==> src/rtl/intra_plane_seq_if.sv <==
// Handshake bundle between the MB intra controller / PE and the plane-prediction sequencer.
// master = controller + PE side, slave = sequencer.
interface intra_plane_seq_if;
   logic       start;
   logic       luma_plane;
   logic       chroma_plane;
   logic       pe_done;
   logic [3:0] precalc_counter;
   logic [4:0] blk4x4_counter;
   logic       abc_latch;
   logic       seed_latch;
   logic       seed_wr;
   logic       pe_start;
   logic       busy;
   logic       done;

   modport master (
      output start, luma_plane, chroma_plane, pe_done,
      input  precalc_counter, blk4x4_counter, abc_latch, seed_latch, seed_wr,
             pe_start, busy, done
   );

   modport slave (
      input  start, luma_plane, chroma_plane, pe_done,
      output precalc_counter, blk4x4_counter, abc_latch, seed_latch, seed_wr,
             pe_start, busy, done
   );
endinterface

==> src/rtl/intra_plane_seq.sv <==
// Sequencer for the intra plane-prediction precalc pipeline and the 4x4 PE:
// walks luma blocks 0..15 and/or chroma Cb 16..19, Cr 20..23 one block at a time.
module intra_plane_seq #(
   parameter int LUMA_LEN   = 8,
   parameter int CHROMA_LEN = 4
) (
   input  logic               clk,
   input  logic               rst_n,
   input  logic               ena,
   intra_plane_seq_if.slave   bus
);

   typedef enum logic [2:0] {IDLE, PRECALC, ABC, SEED, ISSUE, WAIT, WR, FIN} state_t;

   state_t     state;
   logic [3:0] pc;
   logic [4:0] blk;
   logic       chroma_q;
   logic       last_blk;

   // Last block of a plane group: no seed update follows it.
   assign last_blk = (blk == 5'd15) || (blk == 5'd19) || (blk == 5'd23);

   always_ff @(posedge clk or negedge rst_n) begin
      if (!rst_n) begin
         state    <= IDLE;
         pc       <= '0;
         blk      <= '0;
         chroma_q <= 1'b0;
      end else if (ena) begin
         case (state)
            IDLE: begin
               if (bus.start) begin
                  chroma_q <= bus.chroma_plane;
                  if (bus.luma_plane) begin
                     blk   <= 5'd0;
                     pc    <= 4'(LUMA_LEN);
                     state <= PRECALC;
                  end else if (bus.chroma_plane) begin
                     blk   <= 5'd16;
                     pc    <= 4'(CHROMA_LEN);
                     state <= PRECALC;
                  end else begin
                     state <= FIN;
                  end
               end
            end
            PRECALC: begin
               pc <= pc - 4'd1;
               if (pc <= 4'd1) begin
                  pc    <= '0;
                  state <= ABC;
               end
            end
            ABC:   state <= SEED;
            SEED:  state <= ISSUE;
            ISSUE: state <= WAIT;
            WAIT:  if (bus.pe_done) state <= WR;
            WR: begin
               case (blk)
                  5'd15: begin
                     if (chroma_q) begin
                        blk   <= 5'd16;
                        pc    <= 4'(CHROMA_LEN);
                        state <= PRECALC;
                     end else begin
                        state <= FIN;
                     end
                  end
                  5'd19: begin
                     blk   <= 5'd20;
                     pc    <= 4'(CHROMA_LEN);
                     state <= PRECALC;
                  end
                  5'd23:   state <= FIN;
                  default: begin
                     blk   <= blk + 5'd1;
                     state <= ISSUE;
                  end
               endcase
            end
            FIN: begin
               blk      <= '0;
               pc       <= '0;
               chroma_q <= 1'b0;
               state    <= IDLE;
            end
            default: state <= IDLE;
         endcase
      end
   end

   // Strobes are gated by ena so a stalled state never emits twice.
   assign bus.abc_latch       = ena && (state == ABC);
   assign bus.seed_latch      = ena && (state == SEED);
   assign bus.pe_start        = ena && (state == ISSUE);
   assign bus.seed_wr         = ena && (state == WR) && !last_blk;
   assign bus.done            = ena && (state == FIN);
   assign bus.busy            = (state != IDLE) && (state != FIN);
   assign bus.precalc_counter = pc;
   assign bus.blk4x4_counter  = blk;

endmodule

==> src/flat_wrapper.sv <==
// flat-port wrapper written by rule: the top's interface ports become plain ports
module intra_plane_seq_flat 
#(
   parameter int LUMA_LEN   = 8,
   parameter int CHROMA_LEN = 4
)
  (clk, rst_n, ena, bus_start, bus_luma_plane, bus_chroma_plane, bus_pe_done, bus_precalc_counter, bus_blk4x4_counter, bus_abc_latch, bus_seed_latch, bus_seed_wr, bus_pe_start, bus_busy, bus_done);
  intra_plane_seq_if bus_i ();
  input  logic clk;
  input  logic rst_n;
  input  logic ena;
  input wire logic [$bits(bus_i.start)-1:0] bus_start;
  input wire logic [$bits(bus_i.luma_plane)-1:0] bus_luma_plane;
  input wire logic [$bits(bus_i.chroma_plane)-1:0] bus_chroma_plane;
  input wire logic [$bits(bus_i.pe_done)-1:0] bus_pe_done;
  output wire logic [$bits(bus_i.precalc_counter)-1:0] bus_precalc_counter;
  output wire logic [$bits(bus_i.blk4x4_counter)-1:0] bus_blk4x4_counter;
  output wire logic [$bits(bus_i.abc_latch)-1:0] bus_abc_latch;
  output wire logic [$bits(bus_i.seed_latch)-1:0] bus_seed_latch;
  output wire logic [$bits(bus_i.seed_wr)-1:0] bus_seed_wr;
  output wire logic [$bits(bus_i.pe_start)-1:0] bus_pe_start;
  output wire logic [$bits(bus_i.busy)-1:0] bus_busy;
  output wire logic [$bits(bus_i.done)-1:0] bus_done;
  assign bus_i.start = bus_start;
  assign bus_i.luma_plane = bus_luma_plane;
  assign bus_i.chroma_plane = bus_chroma_plane;
  assign bus_i.pe_done = bus_pe_done;
  assign bus_precalc_counter = bus_i.precalc_counter;
  assign bus_blk4x4_counter = bus_i.blk4x4_counter;
  assign bus_abc_latch = bus_i.abc_latch;
  assign bus_seed_latch = bus_i.seed_latch;
  assign bus_seed_wr = bus_i.seed_wr;
  assign bus_pe_start = bus_i.pe_start;
  assign bus_busy = bus_i.busy;
  assign bus_done = bus_i.done;
  intra_plane_seq #(.LUMA_LEN(LUMA_LEN), .CHROMA_LEN(CHROMA_LEN)) u_core (.clk(clk), .rst_n(rst_n), .ena(ena), .bus(bus_i));
endmodule
==> config.mk <==
export PLATFORM = sky130hd
export DESIGN_NAME = intra_plane_seq_flat
export DESIGN_NICKNAME = d
export VERILOG_FILES = /design/src/rtl/intra_plane_seq_if.sv /design/src/rtl/intra_plane_seq.sv /design/src/flat_wrapper.sv
export SDC_FILE = /design/constraint.sdc
export NUM_CORES = 1
export LEC_CHECK = 0
export ABC_AREA = 0
export CORE_ASPECT_RATIO = 1.5
export CORE_MARGIN = 2
export CORE_UTILIZATION = 40
export DETAILED_ROUTE_END_ITERATION = 10
export PLACE_DENSITY = 0.66
export SYNTH_ARGS = -nofsm -noshare
export SYNTH_HDL_FRONTEND = slang
export SYNTH_SLANG_ARGS = --single-unit
==> constraint.sdc <==
create_clock -name clk -period 2.25 [get_ports clk]
set_clock_uncertainty 0.1 [all_clocks]
set_input_delay 0.3375 -clock clk [delete_from_list [all_inputs] [get_ports clk]]
set_output_delay 0.3375 -clock clk [all_outputs]
set_load 0.005 [all_outputs]
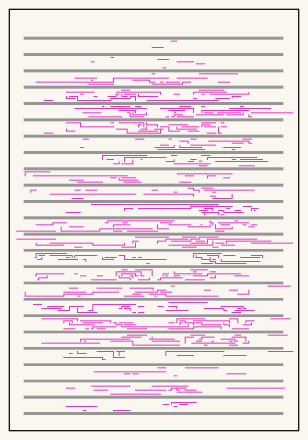
(images/m1.png)
(6 px per um) Supply wires on this layer in grey.
main direction: horizontal
share of all routed wire: 42%
wire length on this layer: 1270 um

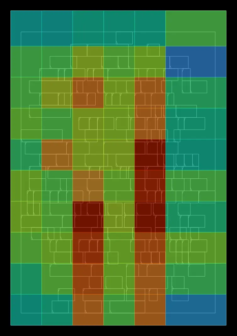
(images/congestion_map.png)
GRT busiest layer: met2
grt met2 use: 34.4%

==> deck_impl_summary.md <==
Flow Results at a Glance

Floorplan
  • Core area: 0.00271 mm2
  • Starting Density: 42.9%
  • Row cnt: 23
  • I/O pin total: 22

Clock network
  • Inserted Clock Buffers: 3
  • Clock Sinks: 13
  • Clock Pin Slew Worst Setup and Hold Paths: 0.06 ns
  • H-tree depth: 1
  • Resize count post-CTS: 2
  • Setup Fix Bufs, Post-CTS: 1

Logic synthesis
  • Yosys cell types: 48
  • Post-synth design cell area: 0.00116 mm2
  • Seq/Total Area, Yosys: 28.0%
  • Ys cells: 136
  • Ys Warns: 0
  • Chip Area, Yosys: 0.00116 mm2
  • Syn Inst Count: 136
  • Ys flops: 13

Pwr
  • Leak: 0.690 nW
  • Seq pwr share: 27.1%
  • Comb pwr: 0.954 mW
  • Maximum VDD drop: 0.701 mV
  • Largest power group: combinational cells

Detailed routing
  • Via count: 1169
  • ANT nets after route: 0
  • Detailed Route WL: 3.06 mm
  • DRT Pass-1 Iters: 4

Setup path
  • Top delay family on crit path: simple AND/OR/NAND/NOR gates
  • Critical Setup Path Class: register to register
  • Crit path DAT: 2.20 ns
  • Worst path bufs/invs: 1
  • CP Max Fanout: 9
  • Slowest cell delay on critical path: 0.39 ns
  • Startpoint Class: register

Placed design
  • Placed inst area: 0.00150 mm2

Flow run
  • Log Warnings: 29
  • Max cap viols: 0

Status
  • Status: finished, final reports clean

STA
  • Final setup fails: 0
  • Final hold vios: 0
  • Slew Limit Fails: 0
  • Setup ws final: 0.0824 ns

Global route
  • GR Overflow Total: 0
  • Met3 usage: 2.84%
  • Largest net degree at the start of global routing: 14
  • Vias in the first global route: 1140
  • M1 GR Usage: 25.6%

Finish
  • Final net count: 186
  • Max reg flops: 5
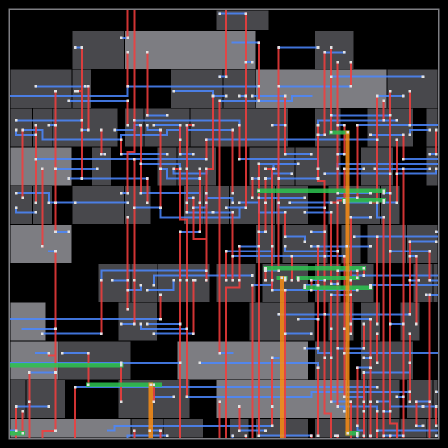
(images/closeup.png)
Window x 9 to 39, y 34 to 64 um. Cells in grey, sequential cells in the stronger grey; small squares are vias.
[M3] green
[M1] blue
[M2] red
[M4] orange
sequential cells in the window: 5
most frequent: nand2_1 (6), dfrtp_1 (5)
cells with their middle in the window: 67
netlist names of flops here include: u_core.state (3)

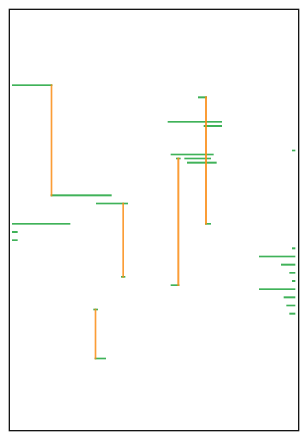
(images/layers.png)
(6 px per um) Two of the layers only.
[M3] green | wire length: 82.6 um
[M4] orange | wire length: 80.9 um

[area by class of cell]
class	count	area [um2]	share of cell area [%]
Clock buffer	4	45.0	2.82
Inverter	11	41.3	2.59
Multi-Input combinational cell	106	810	50.7
Sequential cell	13	325	20.4
Tap cell	37	46.3	2.90
Timing Repair Buffer	37	329	20.6
[synthesized netlist by cell type, types with 2 or more instances]
master and count:
nand4b_1 2, buf_2 3, nor2_1 10, and3_1 2, dfrtp_1 13, a221oi_1 2, mux2i_1 4, nand3_1 2
clkbuf_1 2, ha_1 7, a32o_1 2, nor4bb_1 2, nand2b_1 4, o21ai_0 8, and3b_1 3, nand2_1 12
o211ai_1 3, a21oi_1 4, mux2_2 3, inv_1 11, nor3_1 8, nand3b_1 2, or2_2 2
[worst paths after layout]
path / start / to / slack (ns) / depth (start not counted)
setup / recovery: u_core.bus.blk4x4_counter[0] / u_core.bus.blk4x4_counter[4] / 0.08 / 8
hold / removal: rst_n / u_core.bus.blk4x4_counter[4] / 0.37 / 1
setup reg to reg: u_core.bus.blk4x4_counter[0] / u_core.bus.blk4x4_counter[4] / 0.08 / 8
hold reg to reg: u_core.bus.precalc_counter[1] / u_core.bus.precalc_counter[1] / 0.47 / 1
max in group asynchronous: rst_n / u_core.state[1] / 1.27 / 1
min in group clk: u_core.bus.precalc_counter[1] / u_core.bus.precalc_counter[1] / 0.47 / 1
[logic make-up (layout without fill, tap and decap cells)]
group	count (synthesis)	count (layout)	synth area share, %
AND/OR/NAND/NOR	56	56	27.3
AND-OR/OR-AND	36	36	24.7
buffers and inverters	17	52	6.14
flip-flops	13	13	28.0
adder cells (fa/ha/maj)	7	7	7.54
multiplexers	7	7	6.36
Power is estimated from default activity; no workload was simulated.
